==> run_1/clock_map.png <==
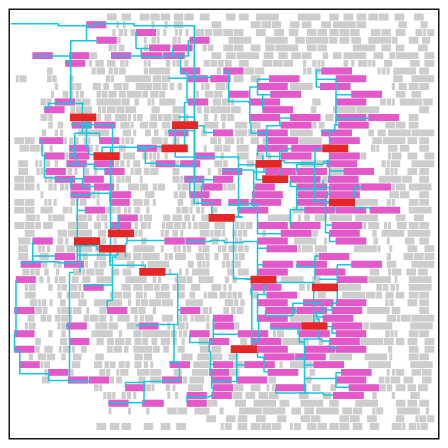
==> run_1/registers.png <==
Other sequential cells in the stronger gray, the rest of the logic in the fainter gray.
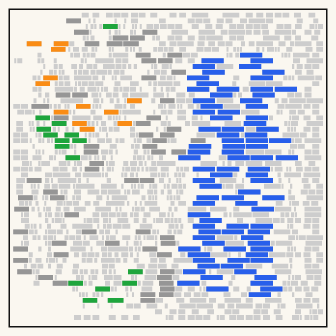
==> run_1/final_congestion.png <==
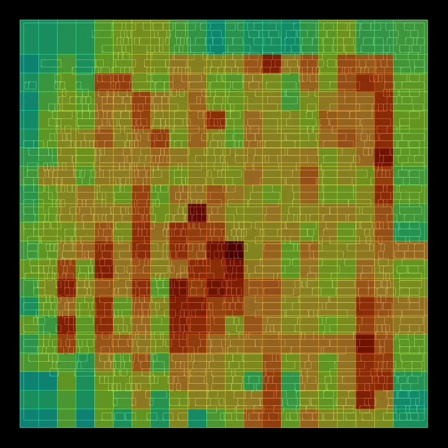
## src/rtl/daq_scan_core.sv

```systemverilog
// Multi-channel measurement sequencer: sweeps a channel mask once or continuously, times out
// silent sensors and queues tagged results in a first-word-fall-through FIFO.
module daq_scan_core #(
  parameter int unsigned NUM_CH     = 8,
  parameter int unsigned DATA_W     = 16,
  parameter int unsigned FIFO_DEPTH = 4,
  parameter int unsigned TO_W       = 12,
  parameter int unsigned IVL_W      = 16
) (
  input  logic                            Clk,
  input  logic                            Rst,
  input  logic                            CmdValid,
  output logic                            CmdReady,
  input  logic [1:0]                      CmdMode,
  input  logic [NUM_CH-1:0]               CmdChMask,
  input  logic [TO_W-1:0]                 CmdTimeout,
  input  logic [IVL_W-1:0]                CmdInterval,
  output logic [NUM_CH-1:0]               SensStart,
  input  logic [NUM_CH-1:0]               SensValid,
  input  logic [NUM_CH*DATA_W-1:0]        SensData,
  input  logic [NUM_CH*3-1:0]             SensErr,
  output logic                            ResultValid,
  output logic [31:0]                     ResultWord,
  input  logic                            ResultRd,
  output logic [$clog2(FIFO_DEPTH):0]     FifoLevel,
  input  logic                            StatusClear,
  output logic [3:0]                      StatusBits
);

  localparam int unsigned CH_W = (NUM_CH > 1) ? $clog2(NUM_CH) : 1;
  localparam int unsigned AW   = $clog2(FIFO_DEPTH);
  localparam logic [AW:0] FullCnt = (AW + 1)'(FIFO_DEPTH);

  typedef enum logic [2:0] {StIdle, StStart, StWait, StAdvance, StGap} state_e;

  state_e              state_q, state_d;
  logic                cont_q, cont_d;
  logic [NUM_CH-1:0]   mask_q, mask_d;
  logic [TO_W-1:0]     tmo_q, tmo_d, tmr_q, tmr_d;
  logic [IVL_W-1:0]    ivl_q, ivl_d, gap_q, gap_d;
  logic [CH_W-1:0]     ch_q, ch_d;
  logic [NUM_CH-1:0]   sens_start_q, sens_start_d;
  logic                done_q, done_d, err_q, err_d, ovf_q, ovf_d;

  logic [31:0]         mem_q [FIFO_DEPTH];
  logic [AW-1:0]       wp_q, wp_d, rp_q, rp_d;
  logic [AW:0]         cnt_q, cnt_d;

  logic                cmd_fire, start_cmd, stop_cmd;
  logic                ch_valid, timed_out, push_req, push, pop, full, empty, done_set;
  logic [DATA_W-1:0]   sel_data;
  logic [2:0]          push_err;
  logic [31:0]         push_word;
  logic                nxt_found;
  logic [CH_W-1:0]     nxt_ch;

  function automatic logic [CH_W-1:0] lowest(input logic [NUM_CH-1:0] m);
    logic found;
    found  = 1'b0;
    lowest = '0;
    for (int i = 0; i < NUM_CH; i++) begin
      if (m[i] && !found) begin
        found  = 1'b1;
        lowest = CH_W'(i);
      end
    end
  endfunction

  assign CmdReady  = (state_q == StIdle) || cont_q;
  assign cmd_fire  = CmdValid && CmdReady;
  assign start_cmd = cmd_fire && (state_q == StIdle) && (CmdMode == 2'b01 || CmdMode == 2'b10)
                     && (|CmdChMask);
  assign stop_cmd  = cmd_fire && cont_q && (CmdMode == 2'b00);

  // Result capture for the channel under measurement; a valid in the timeout cycle wins.
  assign ch_valid  = SensValid[ch_q];
  assign timed_out = (tmo_q != '0) && (tmr_q == tmo_q - 1'b1);
  assign push_req  = (state_q == StWait) && (ch_valid || timed_out);
  assign sel_data  = SensData[ch_q*DATA_W +: DATA_W];
  assign push_err  = ch_valid ? SensErr[ch_q*3 +: 3] : 3'b110;
  assign push_word = {ch_valid ? 16'(sel_data) : 16'h0000, push_err, 5'b0_0000, 7'(ch_q), 1'b1};

  assign full  = (cnt_q == FullCnt);
  assign empty = (cnt_q == '0);
  assign pop   = ResultRd && !empty;
  assign push  = push_req && (!full || pop);

  always_comb begin
    nxt_found = 1'b0;
    nxt_ch    = ch_q;
    for (int i = 0; i < NUM_CH; i++) begin
      if (!nxt_found && mask_q[i] && (i > int'(ch_q))) begin
        nxt_found = 1'b1;
        nxt_ch    = CH_W'(i);
      end
    end
  end

  always_comb begin
    state_d  = state_q;
    cont_d   = cont_q;
    mask_d   = mask_q;
    tmo_d    = tmo_q;
    ivl_d    = ivl_q;
    tmr_d    = tmr_q;
    gap_d    = gap_q;
    ch_d     = ch_q;
    done_set = 1'b0;
    case (state_q)
      StIdle: begin
        if (start_cmd) begin
          cont_d  = (CmdMode == 2'b10);
          mask_d  = CmdChMask;
          tmo_d   = CmdTimeout;
          ivl_d   = CmdInterval;
          ch_d    = lowest(CmdChMask);
          state_d = StStart;
        end
      end
      StStart: begin
        tmr_d   = '0;
        state_d = StWait;
      end
      StWait: begin
        tmr_d = tmr_q + 1'b1;
        if (push_req) state_d = StAdvance;
      end
      StAdvance: begin
        if (nxt_found) begin
          ch_d    = nxt_ch;
          state_d = StStart;
        end else begin
          done_set = 1'b1;
          if (!cont_q) begin
            state_d = StIdle;
          end else if (ivl_q == '0) begin
            ch_d    = lowest(mask_q);
            state_d = StStart;
          end else begin
            gap_d   = '0;
            state_d = StGap;
          end
        end
      end
      StGap: begin
        if (gap_q == ivl_q - 1'b1) begin
          ch_d    = lowest(mask_q);
          state_d = StStart;
        end else begin
          gap_d = gap_q + 1'b1;
        end
      end
      default: state_d = StIdle;
    endcase
    // A stop overrides sequencing but leaves any same-cycle push intact.
    if (stop_cmd) state_d = StIdle;
    if (state_d == StIdle) cont_d = 1'b0;
  end

  always_comb begin
    sens_start_d = (state_d == StStart) ? (NUM_CH'(1) << ch_d) : '0;
    done_d = done_set | (done_q & ~StatusClear);
    err_d  = (push_req && push_err != 3'b001) | (err_q & ~StatusClear);
    ovf_d  = (push_req && full && !pop) | (ovf_q & ~StatusClear);
    wp_d   = push ? wp_q + 1'b1 : wp_q;
    rp_d   = pop ? rp_q + 1'b1 : rp_q;
    cnt_d  = cnt_q;
    if (push && !pop) cnt_d = cnt_q + 1'b1;
    else if (!push && pop) cnt_d = cnt_q - 1'b1;
  end

  always_ff @(posedge Clk) begin
    if (Rst) begin
      state_q      <= StIdle;
      cont_q       <= 1'b0;
      mask_q       <= '0;
      tmo_q        <= '0;
      ivl_q        <= '0;
      tmr_q        <= '0;
      gap_q        <= '0;
      ch_q         <= '0;
      sens_start_q <= '0;
      done_q       <= 1'b0;
      err_q        <= 1'b0;
      ovf_q        <= 1'b0;
      wp_q         <= '0;
      rp_q         <= '0;
      cnt_q        <= '0;
    end else begin
      state_q      <= state_d;
      cont_q       <= cont_d;
      mask_q       <= mask_d;
      tmo_q        <= tmo_d;
      ivl_q        <= ivl_d;
      tmr_q        <= tmr_d;
      gap_q        <= gap_d;
      ch_q         <= ch_d;
      sens_start_q <= sens_start_d;
      done_q       <= done_d;
      err_q        <= err_d;
      ovf_q        <= ovf_d;
      wp_q         <= wp_d;
      rp_q         <= rp_d;
      cnt_q        <= cnt_d;
    end
  end

  always_ff @(posedge Clk) begin
    if (push) mem_q[wp_q] <= push_word;
  end

  assign SensStart   = sens_start_q;
  assign ResultValid = !empty;
  assign ResultWord  = empty ? 32'h0 : mem_q[rp_q];
  assign FifoLevel   = cnt_q;
  assign StatusBits  = {ovf_q, (state_q != StIdle), err_q, done_q};

endmodule

```

## config.mk

```make
export PLATFORM = sky130hd
export DESIGN_NAME = daq_scan_core
export DESIGN_NICKNAME = d
export VERILOG_FILES = /design/src/rtl/daq_scan_core.sv
export SDC_FILE = /design/constraint.sdc
export NUM_CORES = 1
export LEC_CHECK = 0
export CORE_MARGIN = 1
export CORE_UTILIZATION = 45
export DETAILED_ROUTE_END_ITERATION = 6
export GPL_TIMING_DRIVEN = 0
export HOLD_SLACK_MARGIN = 0.05
export PLACE_DENSITY_LB_ADDON = 0.08
export SYNTH_ARGS = -nofsm -noshare
export SYNTH_HDL_FRONTEND = slang
export SYNTH_SLANG_ARGS = --single-unit
export TNS_END_PERCENT = 5
```

## constraint.sdc

```tcl
create_clock -name Clk -period 3.1 [get_ports Clk]
set_input_delay 0.31 -clock Clk [delete_from_list [all_inputs] [get_ports Clk]]
set_output_delay 0.31 -clock Clk [all_outputs]
set_load 0.1 [all_outputs]
```

==> CHANGELOG.md, run 1 <==
### Implementation results

* Clock tree from TritonCTS: yes
* Cell group occupying the most layout area: logic gates
* Crit path max-delay family: simple AND/OR/NAND/NOR gates
* Inverters excl. clock at 20
* Number of cell instances after yosys synthesis at 939
* Hold Buf Count CTS at 0
* Routed WL at slightly below 30000 µm
* Most common cell type on the critical path: a21oi_1
* Aoi/oai-family share of the synthesized area at approximately 11%
* Worst vdd rail ir drop at about 420 µV
* Clock network share of area at 4.23%
* Sequential group share of total power at about 33%
* Power spent charging and discharging nets at about 3400 µW
* Post-CTS setup buffers at 1
* Critical path's largest stage delay at ~0.44 ns
* Non-clock buffer area fraction after layout at a little over a fifth
* Top cells by instance count after synthesis: 141 x nand2_1, 91 x dfxtp_1, 88 x edfxtp_1, 82 x a21oi_1, 62 x mux4_2
* Die H at ~150 µm
* Count of cell types in the netlist at around 73
* Synthesized instance count at roughly 940
* Slowest cell on crit path: nor4_4
* Power Sequential at roughly 2700 µW
* Global-route congestion overflow total at 0
* Root buf cell: clkbuf_16
* Synthesized flop and latch total at ~180
* Pwr/cell area at between 600 and 700 mW/mm²
* Largest reg by FF count: mem_q
* Path type of the worst setup path: flop to flop
* Worst reg2reg setup slack at ~0.0026 ns
* H-Tree Level Count at 4
* GR Util met3 at under 10%
* Vias in the first global route at between 8k and 9k
* Pre-CTS setup slack at -0.804 ns
* Final Slew Violations at 0
* Count of tool warnings at 34
* DRC errors left at 0
* Startpoint of the worst setup timing path: tmo_q[6]
* Switching part of the total at 40.7%
* Area of the multi-input gates at 0.00539 mm²
* Worst min path class: input port to flop
* Area share of the largest cell type after synthesis at 26.6%
* Most numerous logic cell after layout: clkdlybuf4s50_1
* Worst min-delay path startpoint: CmdChMask[1]
* Iteration-0 DRC Markers at 393
* Largest net degree at the start of global routing at 23
* Max cap viols at 0
* Routed length on met3 at 1960 µm
* Antenna violation net count after detailed routing at 0
* Initial antenna violation count at 0
* Path depth of the worst reg2reg path at 13
* M1 GR Usage at 29.4%
* Endpoint required time on the critical path at ~3.5 ns
* Total number of sequential cells at roughly 180
* Run status: finished, final reports clean
* Core Footprint at 0.0218 mm²
* Utilization after layout at 63.5%
* Critical path depth in cells at 13
* Kind of start point of the critical path: flop
* Min Tclk post-route at between 3 and 4 ns
* Total combinational power at approximately 3500 µW
* Multiplexer area fraction after synthesis at between 10% and 20%
* Clock-pin slew on the worst setup and hold paths at about 0.070 ns
* Comb area share at ~40%
* Least setup slack across all paths after layout at about 0.0026 ns
* Detailed Routing Iterations Pass 1 at 5
* Sum Neg Setup Slack at 0 ns
* Number of ports placed on the die boundary at 252
* Worst hold-check slack at approximately 0.27 ns
* Met1 Routed Length at about 11000 µm
* List of cells traversed by the critical path: nor4_4 > buf_4 > a21oi_1 > nand2b_1 > a21oi_1 > o2111ai_2 > a21oi_2 > ha_2 > inv_1 > fa_1 > xor2_1 > or3_1 > a21oi_1
* Well Taps at about 280
* Worst reg2reg endpoint: FifoLevel[2]
* Core Util at FP at 45.7%
* Dominant cell by count in the synthesized netlist: nand2_1
* Resize count post-CTS at about 54
* Die x size at between 150 and 200 µm
* Dominant non-sequential cell family after synthesis: simple AND/OR/NAND/NOR gates
* Via count at ~8.5k
* Largest power group: combinational cells
* Clock tree buffer depth at 2
* Worst slew margin at slightly below 30%
-- clock_map.png (at the start) --
magenta -> flip-flops  # count 179
cyan -> clock wires  # length 2050 µm
red -> cells driving clock nets  # count 17
flops lie = spread over the die
source-to-sink clock delay at the later pin of the worst-skew pair: 0.43 ns
clock skew: 0.00962 ns
reported clock group power: 2120 µW
power share of the clock group: 25.5%

-- registers.png (at the start) --
orange -> `tmr_q`  # placed flops 12
green -> `ivl_q`  # placed flops 16
blue -> `mem_q`  # placed flops 88
not colored = 63

-- final_congestion.png (at the start) --
gr usage total: 25.1%
global routing met2 resource utilization: 45.3%
average routed wire per standard cell: 19.2 µm
global routing's busiest layer: met2

==> run 1: through the flow <==
| step | total power [µW] | area (µm²) |
|---|---|---|
| global placement | 6180 | 12800 |
| floorplan | 5230 | 9980 |
| CTS | 8240 | 13400 |
| finish | 8300 | 13800 |
| global route | 8640 | 13800 |
| detailed placement | 6210 | 12800 |
==> run 1: worst min-delay path by stage <==
| stage | end | slack [ns] |
|---|---|---|
| after floorplan | err_q | 0.45 |
| after global placement | err_q | 0.46 |
| after detailed placement | done_q | 0.47 |
| after CTS | tmo_q[2] | 0.42 |
| after global routing | mask_q[1] | 0.26 |
| final | mask_q[1] | 0.27 |
==> run 1: worst min-delay path, cell delays in order <==
cell	delay, ns
dlymetal6s2s_1	0.20
nand2_1	0.09
a21oi_1	0.06
==> run_1/pdn.png <==
Pins as bars on the die edge. Tap cells in gray.
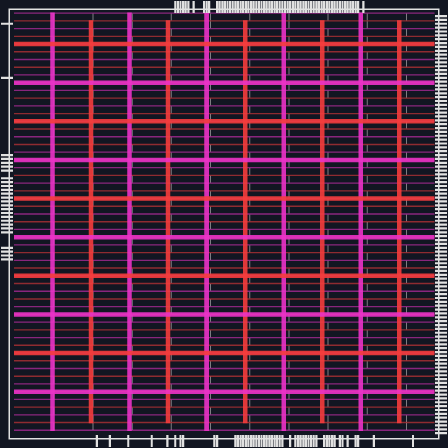

## Run 2: what changed since run 1
Settings changed: CORE_UTILIZATION 45 to 50, CTS_CLUSTER_DIAMETER set to 80.
Clock period 3.1 ns to 2.95 ns, I/O delays scaled along.
==> run_2/pdn.png <==
Pins as bars on the die edge. Tap cells in gray.
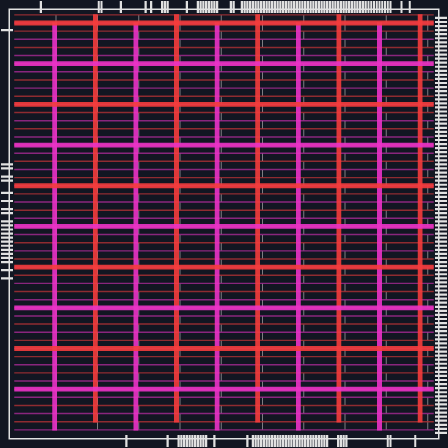
red -> VDD
magenta -> VSS
met4 straps = 10
rows = 51
met5 straps = 10
met1 rails = 52
die x size: 143 µm
worst vdd rail ir drop: 450 µV
Core Footprint: 0.0195 mm²
Die H: 143 µm

==> run 2 against run 1 <==
Net effect:
- the run now ends with setup timing left
- critical path depth unchanged
- hold slack got worse by 0.067 ns
- maximum frequency decreased by 0.76%
- global-route usage grew 3.8 points
- sequential share of layout area down 0.67 points
- via count rose by 1.1%
- flip-flop count unchanged
- clock power increased by 12%
- die area fell by 9.9%
- first-iteration DRC count grew 23%
- synthesized cell count unchanged
- critical endpoint unchanged
==> CHANGELOG.md, run 2 <==
### Implementation results

* Run status: finished, violations left
* Violated checks: setup timing
* Count of warnings emitted by yosys at 0
* Least setup slack across all paths after layout at -0.171 ns (-0.174 ns)
* Slowest cell on crit path: dfxtp_2
* Largest fanout on the critical path at 7
* Dominant logic cell types in the final layout: 215 x clkdlybuf4s50_1, 141 x nand2_1, 88 x edfxtp_1
* List of cells traversed by the critical path: inv_1 > ha_4 > nor4b_1 > a31oi_1 > o41ai_2 > o2111ai_4 > a21oi_2 > ha_2 > inv_1 > fa_2 > xor2_1 > or3_1 > a21oi_2
* Number of rows created at floorplan at 51
* XOR-XNOR Cells, Area Fraction at 3.61%
* Kind of start point of the critical path: flop
* Endpoint kind of the worst setup timing path: flop
* Iteration-0 DRC Markers at 485 (+23%)
* Arrival time at the worst endpoint at between 3 and 4 ns
* Worst-margin pin slew at about 1.0 ns
* Post-DP HPWL at roughly 21000 µm
* Vias in the first global route at 8400 (+4.3%)
* Area of the multi-input gates at 0.00562 mm² (+4.4%)
* Overall Power at 9030 µW (+8.7%)
* Clock tree from TritonCTS: yes
* YS chip area at approximately 0.01 mm²
* Endpoint required time on the critical path at 3.31 ns (-0.15 ns)
* Number of cell instances after yosys synthesis at 939 (unchanged)
* Max FFs per register at about 88
* Non-clock buffer area fraction after layout at 21.1% (-0.20 points)
* Adder-cell area share of the yosys netlist at around 1.7%
* Number of failing hold endpoints at the final stage at 0
* Global-route congestion overflow total at 0 (unchanged)
* Inverters excl. clock at 20 (unchanged)
* Average routed wire per standard cell at 19.6 µm (+2.4%)
* Proportion of cell area occupied by registers at 31.7%
* Root buf cell: clkbuf_16
* Worst min-delay path startpoint: CmdChMask[1]
* Worst reg2reg setup slack at -0.17 ns (-0.17 ns)
* Sum Neg Setup Slack at -1.44 ns (-1.44 ns)
* Global placement routability congestion at between 0.8 and 0.9
* Ratio of routed vias to standard cells at between 5 and 6
* Post-synthesis share of cell area spent on and, or, nand and nor gates at between 10% and 20%
* Crit path max-delay family: AND-OR/OR-AND gates
* Dominant register cell in the synthesized netlist: dfxtp_1
* Leading registers by flop count: mem_q: 88 flops, gap_q: 16 flops, ivl_q: 16 flops
* Area share of the largest cell type after synthesis at 26.6% (unchanged)
* Min Tclk post-route at 3.12 ns (+0.0236 ns)
* Pre-CTS setup slack at -1.14 ns (-0.334 ns)
* Critical path depth in cells at 13 (unchanged)
* Layout fillers at 1391
* Launching point of the worst reg2reg path: tmo_q[0]
* Clock network share of area at 4.50% (+0.27 points)
* Worst slew margin at 32.2% (+2.9 points)
* MI comb cells at about 680
* Sequential standard cell area at between 0.004 and 0.005 mm²
* Period utilisation layout at 106%
* Dominant cell by count in the synthesized netlist: nand2_1
* Critical path's largest stage delay at 0.36 ns (-0.08 ns)
* Cell group occupying the most layout area: logic gates
* Biggest area consumer among synthesized cells: edfxtp_1
* Detailed Routing Iterations Pass 1 at 5 (unchanged)
* Clock skew at 0.00855 ns (-0.00107 ns)
* Path depth of the worst reg2reg path at 13 (unchanged)
* Via count at 8605 (+1.1%)
* Syn Std Cell Area at approximately 0.01 mm²
* Layout net count at 1445
* Antenna violation net count after detailed routing at 0 (unchanged)
* Worst reg2reg endpoint: FifoLevel[2]
* Instance count along the most critical hold path at 3
* Most numerous logic cell after layout: clkdlybuf4s50_1
* Startpoint of the worst setup timing path: tmo_q[0]
* Timing-limited maximum frequency at 0.320 GHz
* Largest net degree at the start of global routing at 23 (unchanged)
* End point of the worst hold path: mask_q[1]
* Comb area share at 39.8% (+0.79 points)
* Aoi/oai-family share of the synthesized area at 11.1% (unchanged)
* Count of cell types in the netlist at 73 (unchanged)
* Area growth, synth to finish at 42.1%
* Number of ports placed on the die boundary at 252 (unchanged)
* Worst setup endpoint: FifoLevel[2]
* Mean area per synthesized cell at around 11 µm²
* Number of buffers inserted during clock tree synthesis at 17
* RSZ-0062 raised after global routing: yes
* Multiplexer area fraction after synthesis at 15.2% (unchanged)
* Setup violations, final at 29
* Post-synth tally of flip-flops with integrated enable at between 80 and 90
* Synthesized flop and latch total at 179 (unchanged)
* Quantity of I/O buffers inserted on ports at 242
* Register share after synthesis at between 40% and 50%
* Clk sink count at 179
* Source-to-sink clock delay at the later pin of the worst-skew pair at 0.43 ns (about the same)
* Clock-pin slew on the worst setup and hold paths at 0.07 ns (about the same)
* Clock tree buffer depth at 2 (unchanged)
* DRC errors left at 0 (unchanged)
* Core Util at FP at 51.1% (+5.4 points)
* Wire length of the first global-routing pass at roughly 44000 µm
* Top cells by instance count after synthesis: 141 x nand2_1, 91 x dfxtp_1, 88 x edfxtp_1, 82 x a21oi_1, 62 x mux4_2
* Diodes inserted at 0
* Routed WL at 29600 µm (+1.5%)
* Number of buffers and inverters on the critical path at 2
* Final Slew Violations at 0 (unchanged)
* Share of cells above drive strength 1 at between 20% and 30%
* Max cap viols at 0 (unchanged)
* Synthesized instance count at 939 (unchanged)
* Leakage dissipation at just over 0.005 µW
* Count of tool warnings at 34 (unchanged)
* Largest reg by FF count: mem_q
* Layout clock buffers at 24
* Well Taps at 265 (-5.4%)
* Pwr/cell area at 639 mW/mm² (+6.3%)
* Worst hold-check slack at 0.208 ns (-0.0669 ns)
* Proportion of register bits with asynchronous set or reset after synthesis at 0%
* Top cells by area, synth: edfxtp_1 27%, dfxtp_1 18%, mux4_2 14%
* Total number of sequential cells at 179 (unchanged)
* Total die area at 0.0205 mm²
* Initial antenna violation count at 0 (unchanged)
* Path type of the worst setup path: flop to flop
* Dominant non-sequential cell family after synthesis: simple AND/OR/NAND/NOR gates
* Non-clock buffer instance count of the final layout at between 300 and 400
* Worst min path class: input port to flop
* H-Tree Level Count at 4 (unchanged)
==> run_2/final_congestion.png <==
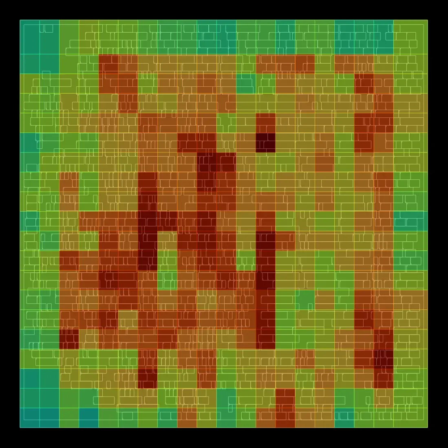
GR Util met3: 5.60%
M1 GR Usage: 32.7%
global routing met2 resource utilization: 52.2%
gr usage total: 28.9%
utilization after layout: 72.7%

-- run 2: stage by stage --
stage                     instances  instance area [µm²]
after floorplan                 947                10000
after global placement         1454                12800
after detailed placement       1454                12800
after CTS                      1504                13900
after global routing           1506                14100
final                          1506                14100
-- run 2: what timing repair did --
action                     in CTS  in global routing
pin swaps                      26                 31
setup endpoints to repair     213                125
cloned                          5                  0
hold buffers                    0                  0
gates resized                 130                 58
setup buffers                  18                  6
-- run 2: routing by layer --
metal	up-vias	wire [µm]	global-route usage, %
li1	4061	-	-
met1	4144	11300	32.7
met2	327	15300	52.2
met3	73	1900	5.60
met4	0	1050	13.5
met5	-	0	0
-- run 2: report_power, final --
part / internal (µW) / switching [µW] / total, µW
combinational: 1260 / 2530 / 3790
clock: 1460 / 923 / 2380
sequential: 2750 / 108 / 2860
No activity file was given, so power comes from the tool's default toggle rates.
